===== src/rtl/ex_mem_pipe_stage.sv =====
// EX->MEM pipeline stage: valid/ready handshake with a two-entry skid buffer, sync flush and bubble-gated control.
// Optional back-pressure/flush counters are built only when EXMEM_PERF_CNT_EN is defined.
module ex_mem_pipe_stage #(
  parameter int DATA_W     = 16,
  parameter int REG_ADDR_W = 3,
  parameter int CNT_W      = 16
) (
  input  logic                  clk_i,
  input  logic                  rst_i,
  input  logic                  flush_i,
  input  logic                  ex_valid_i,
  output logic                  ex_ready_o,
  input  logic                  ex_regwrite_i,
  input  logic                  ex_memtoreg_i,
  input  logic                  ex_memread_i,
  input  logic                  ex_memwrite_i,
  input  logic [REG_ADDR_W-1:0] ex_rdaddr_i,
  input  logic [DATA_W-1:0]     ex_furesult_i,
  input  logic [DATA_W-1:0]     ex_rtdata_i,
  output logic                  mem_valid_o,
  input  logic                  mem_ready_i,
  output logic                  mem_regwrite_o,
  output logic                  mem_memtoreg_o,
  output logic                  mem_memread_o,
  output logic                  mem_memwrite_o,
  output logic [REG_ADDR_W-1:0] mem_rdaddr_o,
  output logic [DATA_W-1:0]     mem_furesult_o,
  output logic [DATA_W-1:0]     mem_rtdata_o
`ifdef EXMEM_PERF_CNT_EN
  ,
  output logic [CNT_W-1:0]      stall_cnt_o,
  output logic [CNT_W-1:0]      flush_cnt_o
`endif
);

  // Payload layout, MSB first: regwrite, memtoreg, memread, memwrite, rdaddr, furesult, rtdata.
  localparam int PW = 4 + REG_ADDR_W + 2 * DATA_W;

  // Handshake: a beat moves when valid and ready are both high at a rising clock edge.
  // The producer side sees ready as a pure register output (no combinational path from mem_ready_i).
  typedef enum logic [1:0] {
    ST_EMPTY = 2'd0,
    ST_ONE   = 2'd1,
    ST_FULL  = 2'd2
  } occ_state_e;

  occ_state_e    state_q, state_d;
  logic [PW-1:0] main_q, main_d;
  logic [PW-1:0] skid_q, skid_d;
  logic [PW-1:0] in_pl;
  logic          accept, fire;

  assign in_pl = {ex_regwrite_i, ex_memtoreg_i, ex_memread_i, ex_memwrite_i,
                  ex_rdaddr_i, ex_furesult_i, ex_rtdata_i};

  assign ex_ready_o  = (state_q != ST_FULL);
  assign mem_valid_o = (state_q != ST_EMPTY);
  assign accept      = ex_valid_i & ex_ready_o;
  assign fire        = mem_valid_o & mem_ready_i;

  always_ff @(posedge clk_i or posedge rst_i) begin
    if (rst_i) begin
      state_q <= ST_EMPTY;
      main_q  <= '0;
      skid_q  <= '0;
    end else begin
      state_q <= state_d;
      main_q  <= main_d;
      skid_q  <= skid_d;
    end
  end

  always_comb begin
    state_d = state_q;
    main_d  = main_q;
    skid_d  = skid_q;
    if (flush_i) begin
      // Payload registers keep their contents so data outputs hold while invalid.
      state_d = ST_EMPTY;
    end else begin
      case (state_q)
        ST_EMPTY: begin
          if (accept) begin
            state_d = ST_ONE;
            main_d  = in_pl;
          end
        end
        ST_ONE: begin
          if (accept && fire) begin
            main_d = in_pl;
          end else if (accept) begin
            state_d = ST_FULL;
            skid_d  = in_pl;
          end else if (fire) begin
            state_d = ST_EMPTY;
          end
        end
        ST_FULL: begin
          if (fire) begin
            state_d = ST_ONE;
            main_d  = skid_q;
          end
        end
        default: state_d = ST_EMPTY;
      endcase
    end
  end

  assign mem_regwrite_o = main_q[PW-1] & mem_valid_o;
  assign mem_memtoreg_o = main_q[PW-2] & mem_valid_o;
  assign mem_memread_o  = main_q[PW-3] & mem_valid_o;
  assign mem_memwrite_o = main_q[PW-4] & mem_valid_o;
  assign mem_rdaddr_o   = main_q[2*DATA_W +: REG_ADDR_W];
  assign mem_furesult_o = main_q[DATA_W +: DATA_W];
  assign mem_rtdata_o   = main_q[0 +: DATA_W];

`ifdef EXMEM_PERF_CNT_EN
  logic [CNT_W-1:0] stall_cnt_q, stall_cnt_d;
  logic [CNT_W-1:0] flush_cnt_q, flush_cnt_d;

  always_comb begin
    stall_cnt_d = stall_cnt_q;
    flush_cnt_d = flush_cnt_q;
    if (mem_valid_o && !mem_ready_i && (stall_cnt_q != '1)) begin
      stall_cnt_d = stall_cnt_q + 1'b1;
    end
    // Flushing an already-empty stage is not counted.
    if (flush_i && (state_q != ST_EMPTY) && (flush_cnt_q != '1)) begin
      flush_cnt_d = flush_cnt_q + 1'b1;
    end
  end

  always_ff @(posedge clk_i or posedge rst_i) begin
    if (rst_i) begin
      stall_cnt_q <= '0;
      flush_cnt_q <= '0;
    end else begin
      stall_cnt_q <= stall_cnt_d;
      flush_cnt_q <= flush_cnt_d;
    end
  end

  assign stall_cnt_o = stall_cnt_q;
  assign flush_cnt_o = flush_cnt_q;
`endif

endmodule


===== config.mk =====
export PLATFORM = sky130hd
export DESIGN_NAME = ex_mem_pipe_stage
export DESIGN_NICKNAME = d
export VERILOG_FILES = /design/src/rtl/ex_mem_pipe_stage.sv
export SDC_FILE = /design/constraint.sdc
export NUM_CORES = 1
export LEC_CHECK = 0
export CORE_MARGIN = 10
export CORE_UTILIZATION = 47
export DETAILED_ROUTE_END_ITERATION = 10
export PLACE_DENSITY = 0.83
export SLEW_MARGIN = 20
export SYNTH_ARGS = -nofsm -noshare
export SYNTH_HDL_FRONTEND = slang
export SYNTH_SLANG_ARGS = --single-unit

===== constraint.sdc =====
create_clock -name clk_i -period 2.5 [get_ports clk_i]
set_input_delay 0.5 -clock clk_i [delete_from_list [all_inputs] [get_ports clk_i]]
set_output_delay 0.5 -clock clk_i [all_outputs]
set_load 0.05 [all_outputs]

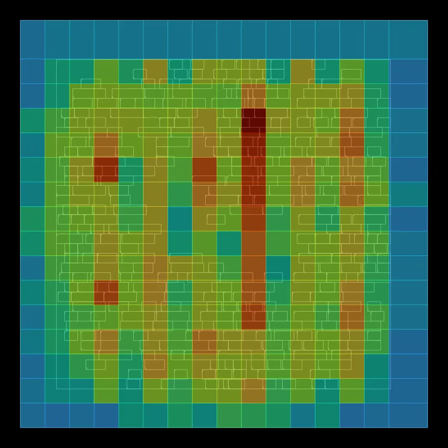
(routing congestion)
GRT busiest layer: met2
met3 usage: 0.0435

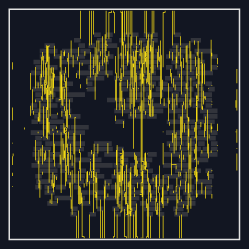
(the metal 2 layer)
(2 px per um) Cells faint in the background.
wire length on this layer: 4020 um
share of all routed wire: 53%
final WL: 7580 um
met2 usage: 0.208

==> impl_metrics.yaml <==
# flow metrics
clock_tree:
  clk_pin_slew_ns: 0.08
  cts-buffers-inserted: 9
  cts_sinks: 80
  cts_hold_buf: 0
synth:
  ys_ff: 80
  topCellsByArea: "dfrtp_1 (48%), mux2_4 (27%), mux2_2 (11%)"
  most_common_cell: "dfrtp_1"
  synthArstFlopShare: 1.00
  yosys_warnings: 0
grt:
  grt_use_total: 0.118
  antenna_found_initial: 0
final_timing:
  hold_viol_final: 0
  drv_slew: 0
  clock_skew_ns: 0.00546
  finalSetupViolCount: 0
  tightest_slew_ns: 0.529
power_and_ir_drop:
  cellLeakagePower_nw: 2.36
  clkPwrFrac: 0.269
  switching_share: 0.311
cells_and_area:
  register_area_sq_mm: 0.00200
  ff_count: 80
flow_run:
  cap_viol_max_count: 0
  warnings: 26
setup_path:
  path_cells: "nor2_2, nor2b_1, clkdlybuf4s50_1"
  path_max_fanout: 6
floorplanning:
  core_sq_mm: 0.00868
run_status:
  status: "complete, no violations"
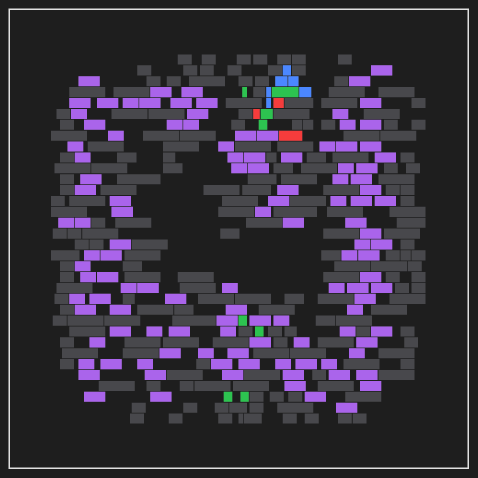
(gate-type map)
(4 px per um)
legend:
  purple:
    family: mux cells
    cells: 117
    most_used: mux2_4
  green:
    family: nor cells
    cells: 8
    most_used: nor2b_1
  blue:
    family: nand cells
    cells: 6
    where: top centre
  red:
    family: aoi and oai cells
    cells: 3
combinational share of cell area: 0.343
post-route insts no fill: 432
Top cell excl fill/tap: clkdlybuf4s50_1

per-stage QoR:
stage	util	TNS (ns)	hold WS [ns]	std cells
global placement	0.558	0	0.487	416
finish	0.588	0	0.509	432
CTS	0.587	0	0.513	432
global route	0.588	-0.00534	0.528	432
floorplan	-	0	0.474	266
detailed placement	0.558	0	0.491	416
worst reg2reg max path: cells and delay by family, from the launching register on:
family	cells	cell delay [ns]
mux	2	0.65
flops	1	0.46
buf+inv	1	0.44
simple gates	1	0.17
cell families (layout without fill, tap and decap cells):
| group | Yosys count | in the layout | share of synthesized area |
|---|---|---|---|
| and+or+nand+nor | 14 | 14 | 0.0230 |
| AOI/OAI and AO/OA | 5 | 5 | 0.0108 |
| buffers and inverters | 50 | 108 | 0.105 |
| muxes | 117 | 117 | 0.383 |
| DFF | 80 | 80 | 0.478 |
final timing paths:
path                             from              to  cells past startpoint
setup / recovery           state_q[1]  mem_memtoreg_o                      3
hold / removal             main_q[36]      main_q[36]                      1
setup reg to reg           state_q[0]      main_q[28]                      4
hold reg to reg            main_q[36]      main_q[36]                      1
max in group asynchronous       rst_i      main_q[19]                      3
min in group asynchronous       rst_i       main_q[9]                      3
registers in the layout (all words and copies together), names as in the netlist:
| name | flops |
|---|---|
| state_q | 2 |
| skid_q | 39 |
| main_q | 39 |
power by group through the flow:
stage / registers [mW] / logic (mW) / clock network, mW
finish: 1.79 / 1.38 / 1.16
global route: 1.83 / 1.45 / 1.25
CTS: 1.79 / 1.40 / 1.21
detailed placement: 1.81 / 1.40 / 0
global placement: 1.79 / 1.37 / 0
floorplan: 1.75 / 1.17 / 0
repair_timing:
action / 4_1_cts / 5_1_grt
setup endpoints to repair: 5 / 2
resized: 1 / 2
setup buffers: 0 / 0
Power figures rest on the tool's default switching activity, not on a simulated workload.
